Figure 1. Where the registers sit.
Bar = 50 um. Other sequential cells in the stronger grey, the rest of the logic in the fainter grey.
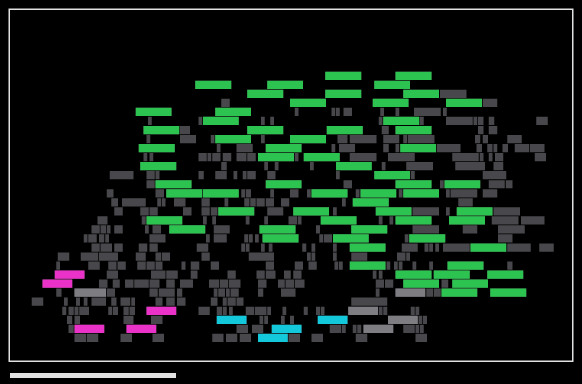
Figure 2. Clock routing.
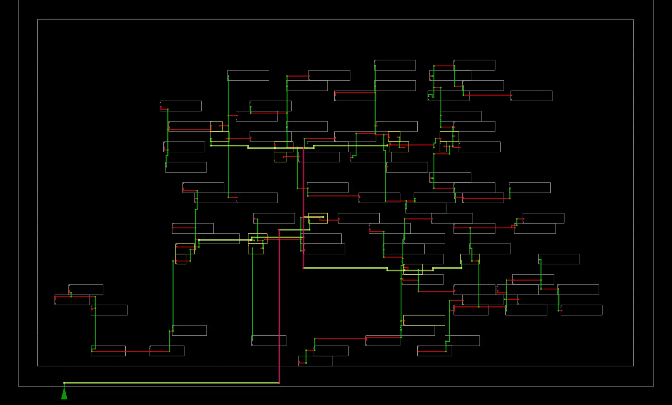
Figure 3. Signal wires by layer.
Two of the layers only.
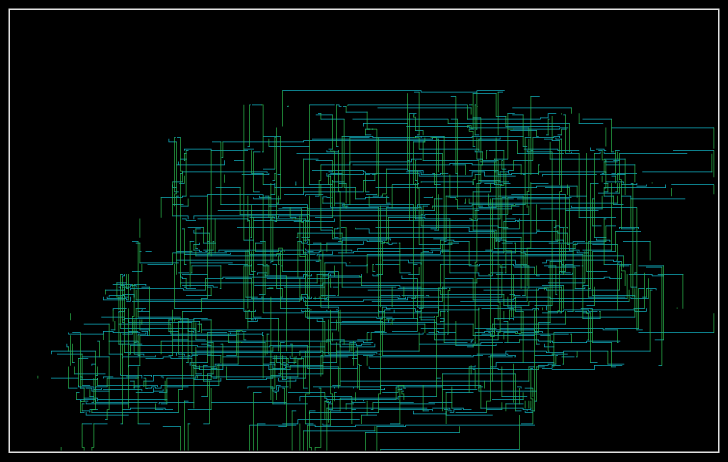
Figure 4. Pin map.
Pins as bars across the die edge, other pins in grey.
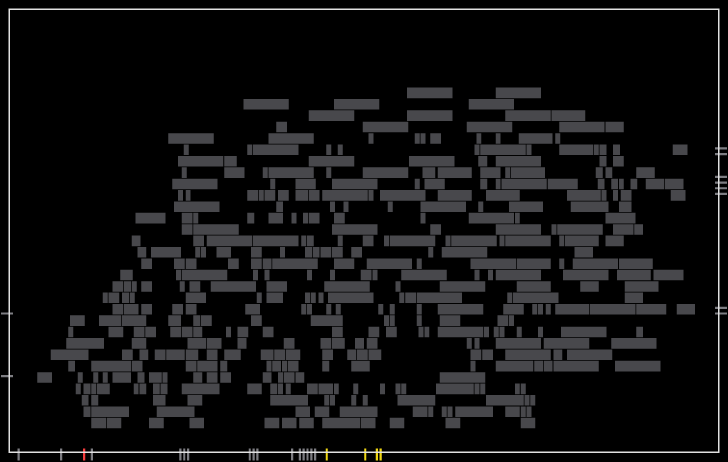
--- config.mk ---
export PLATFORM = sky130hd
export DESIGN_NAME = plc_lutram_array
export DESIGN_NICKNAME = d
export VERILOG_FILES = /design/src/rtl/plc_lutram_pkg.sv /design/src/rtl/plc_lutram_clr_seq.sv /design/src/rtl/plc_lutram_array.sv
export SDC_FILE = /design/constraint.sdc
export NUM_CORES = 1
export LEC_CHECK = 0
export CORE_ASPECT_RATIO = 0.6
export CORE_MARGIN = 5
export CORE_UTILIZATION = 25
export CTS_BUF_LIST = sky130_fd_sc_hd__clkbuf_8
export DETAILED_ROUTE_END_ITERATION = 7
export PLACE_DENSITY = 0.42
export SKIP_CTS_REPAIR_TIMING = 1
export SYNTH_ARGS = -nofsm -noshare
export SYNTH_HDL_FRONTEND = slang
export SYNTH_SLANG_ARGS = --single-unit
--- constraint.sdc ---
create_clock -name CLK -period 2.8 [get_ports CLK]
set_clock_uncertainty 0.2 [all_clocks]
set_input_delay 0.56 -clock CLK [delete_from_list [all_inputs] [get_ports CLK]]
set_output_delay 0.56 -clock CLK [all_outputs]
set_load 0.005 [all_outputs]
--- src/rtl/plc_lutram_pkg.sv ---
// plc_lutram_pkg: shared constants, FSM states and address-width helper for the LUTRAM cluster
package plc_lutram_pkg;
  localparam string WM_NORMAL = "NORMAL";
  localparam string WM_WRITETHROUGH = "WRITETHROUGH";
  localparam int BANK_AW = 4;
  localparam int BANK_WORDS = 1 << BANK_AW;
  typedef enum logic {IDLE, CLEAR} clr_state_e;
  function automatic int addr_w(input int depth);
    return $clog2(depth);
  endfunction
endpackage

--- src/rtl/plc_lutram_clr_seq.sv ---
// plc_lutram_clr_seq: clear FSM stepping a zero-write strobe through every word address
module plc_lutram_clr_seq import plc_lutram_pkg::*; #(
  parameter int DEPTH = 16
) (
  input  logic                       CLK,
  input  logic                       LSRN,
  input  logic                       CLR,
  output logic                       BUSY,
  output logic [addr_w(DEPTH)-1:0]   clr_addr,
  output logic                       clr_we
);
  localparam int AW = addr_w(DEPTH);
  clr_state_e state, state_nxt;
  logic [AW:0] cnt, cnt_nxt, cnt_inc;
  always_ff @(posedge CLK or negedge LSRN)
    if (!LSRN) begin
      state <= IDLE;
      cnt   <= '0;
    end else begin
      state <= state_nxt;
      cnt   <= cnt_nxt;
    end
  // the last word is written when the incremented count reaches DEPTH (MSB set)
  assign cnt_inc = cnt + (AW+1)'(1);
  always_comb begin
    state_nxt = state;
    cnt_nxt   = cnt;
    state_nxt = (state == IDLE) ? (CLR ? CLEAR : IDLE) : (cnt_inc[AW] ? IDLE : CLEAR);
    cnt_nxt   = (state == IDLE) ? (CLR ? '0 : cnt) : cnt_inc;
  end
  assign BUSY     = state == CLEAR;
  assign clr_we   = state == CLEAR;
  assign clr_addr = cnt[AW-1:0];
endmodule

--- src/rtl/plc_lutram_array.sv ---
// plc_lutram_array: banked distributed RAM with optional registered read, write-through and clear sequencer
module plc_lutram_array import plc_lutram_pkg::*; #(
  parameter int                    WIDTH      = 4,
  parameter int                    DEPTH      = 16,
  parameter int                    REG_OUT    = 0,
  parameter string                 WRITE_MODE = WM_NORMAL,
  parameter logic [WIDTH*DEPTH-1:0] INITVAL   = '0
) (
  input  logic                     CLK,
  input  logic                     LSRN,
  input  logic                     WRE,
  input  logic [addr_w(DEPTH)-1:0] WAD,
  input  logic [WIDTH-1:0]         WD,
  input  logic [addr_w(DEPTH)-1:0] RAD,
  input  logic                     RE,
  input  logic                     CLR,
  output logic [WIDTH-1:0]         RDO,
  output logic [addr_w(DEPTH)-1:0] WADO,
  output logic [WIDTH-1:0]         WDO,
  output logic                     BUSY
);
  localparam int AW = addr_w(DEPTH);
  localparam int NB = DEPTH / BANK_WORDS;
  localparam int BB = BANK_WORDS * WIDTH;
  localparam bit WT = WRITE_MODE == WM_WRITETHROUGH;
  logic busy, clr_we, mem_we, user_we;
  logic [AW-1:0] clr_addr, mem_wa;
  logic [WIDTH-1:0] mem_wd, rd_word, rd_next, rdo_q;
  logic [BB-1:0] banks [NB];
  plc_lutram_clr_seq #(.DEPTH(DEPTH)) u_clr_seq (
    .CLK, .LSRN, .CLR, .BUSY(busy), .clr_addr, .clr_we
  );
  assign BUSY    = busy;
  assign user_we = WRE & ~busy;
  assign mem_we  = clr_we | user_we;
  assign mem_wa  = clr_we ? clr_addr : WAD;
  assign mem_wd  = clr_we ? '0 : WD;
  // one 16-word bank per packed slice; contents survive reset
  for (genvar b = 0; b < NB; b++) begin : g_bank
    logic [BB-1:0] bank_q = INITVAL[b*BB +: BB];
    always_ff @(posedge CLK)
      if (mem_we && int'(mem_wa >> BANK_AW) == b)
        bank_q[int'(mem_wa[BANK_AW-1:0])*WIDTH +: WIDTH] <= mem_wd;
    assign banks[b] = bank_q;
  end
  always_comb begin
    rd_word = '0;
    for (int i = 0; i < NB; i++)
      if (int'(RAD >> BANK_AW) == i) rd_word = banks[i][int'(RAD[BANK_AW-1:0])*WIDTH +: WIDTH];
  end
  assign rd_next = (WT && user_we && RAD == WAD) ? WD : rd_word;
  always_ff @(posedge CLK or negedge LSRN)
    if (!LSRN) rdo_q <= '0;
    else if (REG_OUT != 0 && RE) rdo_q <= rd_next;
  assign RDO = (REG_OUT != 0) ? rdo_q : rd_next;
  always_ff @(posedge CLK or negedge LSRN)
    if (!LSRN) begin
      WADO <= '0;
      WDO  <= '0;
    end else if (user_we) begin
      WADO <= WAD;
      WDO  <= WD;
    end
endmodule

==> metrics.yaml <==
status: "completed"
yosys_area_mm2: 0.00380
worstHoldStart: "WADO[1]$_DFFE_PN0P_"
final_cell_mix: "nor2_1 (70), edfxtp_1 (64), buf_4 (55)"
die_h_um: 105
pre_cts_ws_ns: -0.541
fin_cells: 609
ys_async_sr_fraction_pct: 17.9
die_x_um: 169
synthDistinctLibCells: 39
n_antenna_cell: 0
grt_pass1_vias: 2729
rr_startpoint: "u_clr_seq.BUSY$_DFF_PN0_"
grt-ovfl-total: 0
warning_count: 28
insertion_delay_ns: 0.36
via_count: 2785
crit_type: "in -> reg"
rows: 34
cts_tree: "done"
final_common_cell: "nor2_1"
cap_violations: 0
drive_gt1_share_pct: 28.7
yosys_warnings: 0
ys_cells: 322
seq_area_frac_synth_pct: 59.8
syn2layout_area_growth_pct: 33.5
start_kind: "primary input"
wirelength_um: 11500
timing_hold_violations_final: 0
setup_slack_ns: 0.0414
io_pins: 30
p_leak_nw: 1.91
r2r-end: "banks[2]$_DFFE_PP_"
slew_headroom_pct: 44.5
setup_viol: 0
detail-route-antenna-nets: 0
rr_worst_depth: 9
drc: 0
timing.final.crit_share_pct: 98.5
firstDrtPassIters: 4
placed_cell_area_mm2: 0.00470
Back to the opening pictures, Figure 1:
`banks` -> green  # placed flops 64
`WADO` -> cyan  # placed flops 4, where bottom centre
`u_clr_seq.cnt` -> magenta  # placed flops 5, where lower left

Back to the opening pictures, Figure 2:
Inserted Clock Buffers: 9
seq_cells: 78
clkbuf count: 9
clock-net power: 889 uW
clk sinks: 78

Back to the opening pictures, Figure 3:
met1 -> cyan  # wire length 6,450 um
met2 -> green  # wire length 4,350 um

Back to the opening pictures, Figure 4:
`LSRN` -> red  # pins 1, direction input, edge bottom
`WDO` -> yellow  # pins 4, direction output, edge bottom
all pins by edge = 20 bottom, 8 right, 2 left

-- flip-flops by register name, summed over array words and instances (netlist names) --
| register | cells |
|---|---|
| u_clr_seq.cnt | 5 |
| u_clr_seq.BUSY | 1 |
| banks | 64 |
| WADO | 4 |
| WDO | 4 |
-- routing by layer --
layer  vias up  share of wire [%]  track usage, %
li1       1322                  -               -
met1      1387                 56            23.1
met2        70                 38            15.8
met3         6                5.6            3.55
met4         0               0.63            1.90
met5         -                  0               0
-- kinds of logic after synthesis --
family | Yosys count | share of synthesized area, %
AOI/OAI and AO/OA | 17 | 3.26
xor gates and xnor gates | 4 | 0.922
adders and majority gates | 3 | 0.988
buffers and inverters | 21 | 3.46
DFF | 78 | 59.8
muxes | 20 | 10.6
and+or+nand+nor | 179 | 20.9
-- synth_stat cells, types with 3 or more instances --
| master | number | area (um^2) |
|---|---|---|
| a22oi_1 | 4 | 30.0 |
| and2_1 | 3 | 18.8 |
| buf_2 | 5 | 25.0 |
| buf_6 | 5 | 56.3 |
| clkbuf_1 | 5 | 18.8 |
| dfrtp_1 | 14 | 350 |
| edfxtp_1 | 64 | 1920 |
| ha_1 | 3 | 37.5 |
| inv_1 | 3 | 11.3 |
| mux2i_1 | 3 | 30.0 |
| mux4_2 | 16 | 360 |
| nand2_1 | 53 | 199 |
| nand2b_1 | 5 | 31.3 |
| nand3_1 | 15 | 75.1 |
| nor2_1 | 72 | 270 |
| nor2b_1 | 4 | 25.0 |
| nor3_1 | 12 | 60.1 |
| nor3b_1 | 5 | 37.5 |
| o21ai_0 | 5 | 25.0 |
-- cell type report --
cell class              instances  area (um^2)
fillers                      1477         9610
inverters                       3         11.3
clock inverters                 7         80.1
flip-flops and latches         78         2270
multi-input cells             223         1480
repair buffers                 91          857
well taps                     198          248
clock buffers                   9          124
-- worst max-delay path by stage --
stage	from	to	cells past startpoint
3_5_place_dp	RAD[0]	RDO[3]	6
6_report	WAD[1]	banks[2]$_DFFE_PP_	10
3_3_place_gp	RAD[0]	RDO[2]	6
2_1_floorplan	u_clr_seq.BUSY$_DFF_PN0_	banks[28]$_DFFE_PP_	9
4_1_cts	RAD[0]	RDO[1]	6
5_1_grt	WAD[1]	banks[2]$_DFFE_PP_	10
-- critical path: stages --
cell             delay (ns)
clkdlybuf4s50_1        0.46
nor3_2                 0.23
nor2_2                 0.09
nor2b_1                0.14
ha_1                   0.27
nor3b_2                0.21
o21ai_2                0.13
buf_4                  0.18
nor4b_1                0.37
buf_4                  0.18
-- power breakdown --
part           leakage (nW)  internal (mW)  switching (mW)
Sequential            0.792           1.55           0.179
Combinational          1.01           1.12            1.30
Clock                 0.102          0.424           0.465
-- stage by stage --
| stage | util (%) | hold WS, ns |
|---|---|---|
| after floorplan | - | 0.0644 |
| after global placement | 32.0 | 0.257 |
| after detailed placement | 32.0 | 0.266 |
| after CTS | 33.4 | 0.291 |
| after global routing | 34.5 | 0.320 |
| final | 34.5 | 0.286 |
Power and IR drop assume default switching activity.
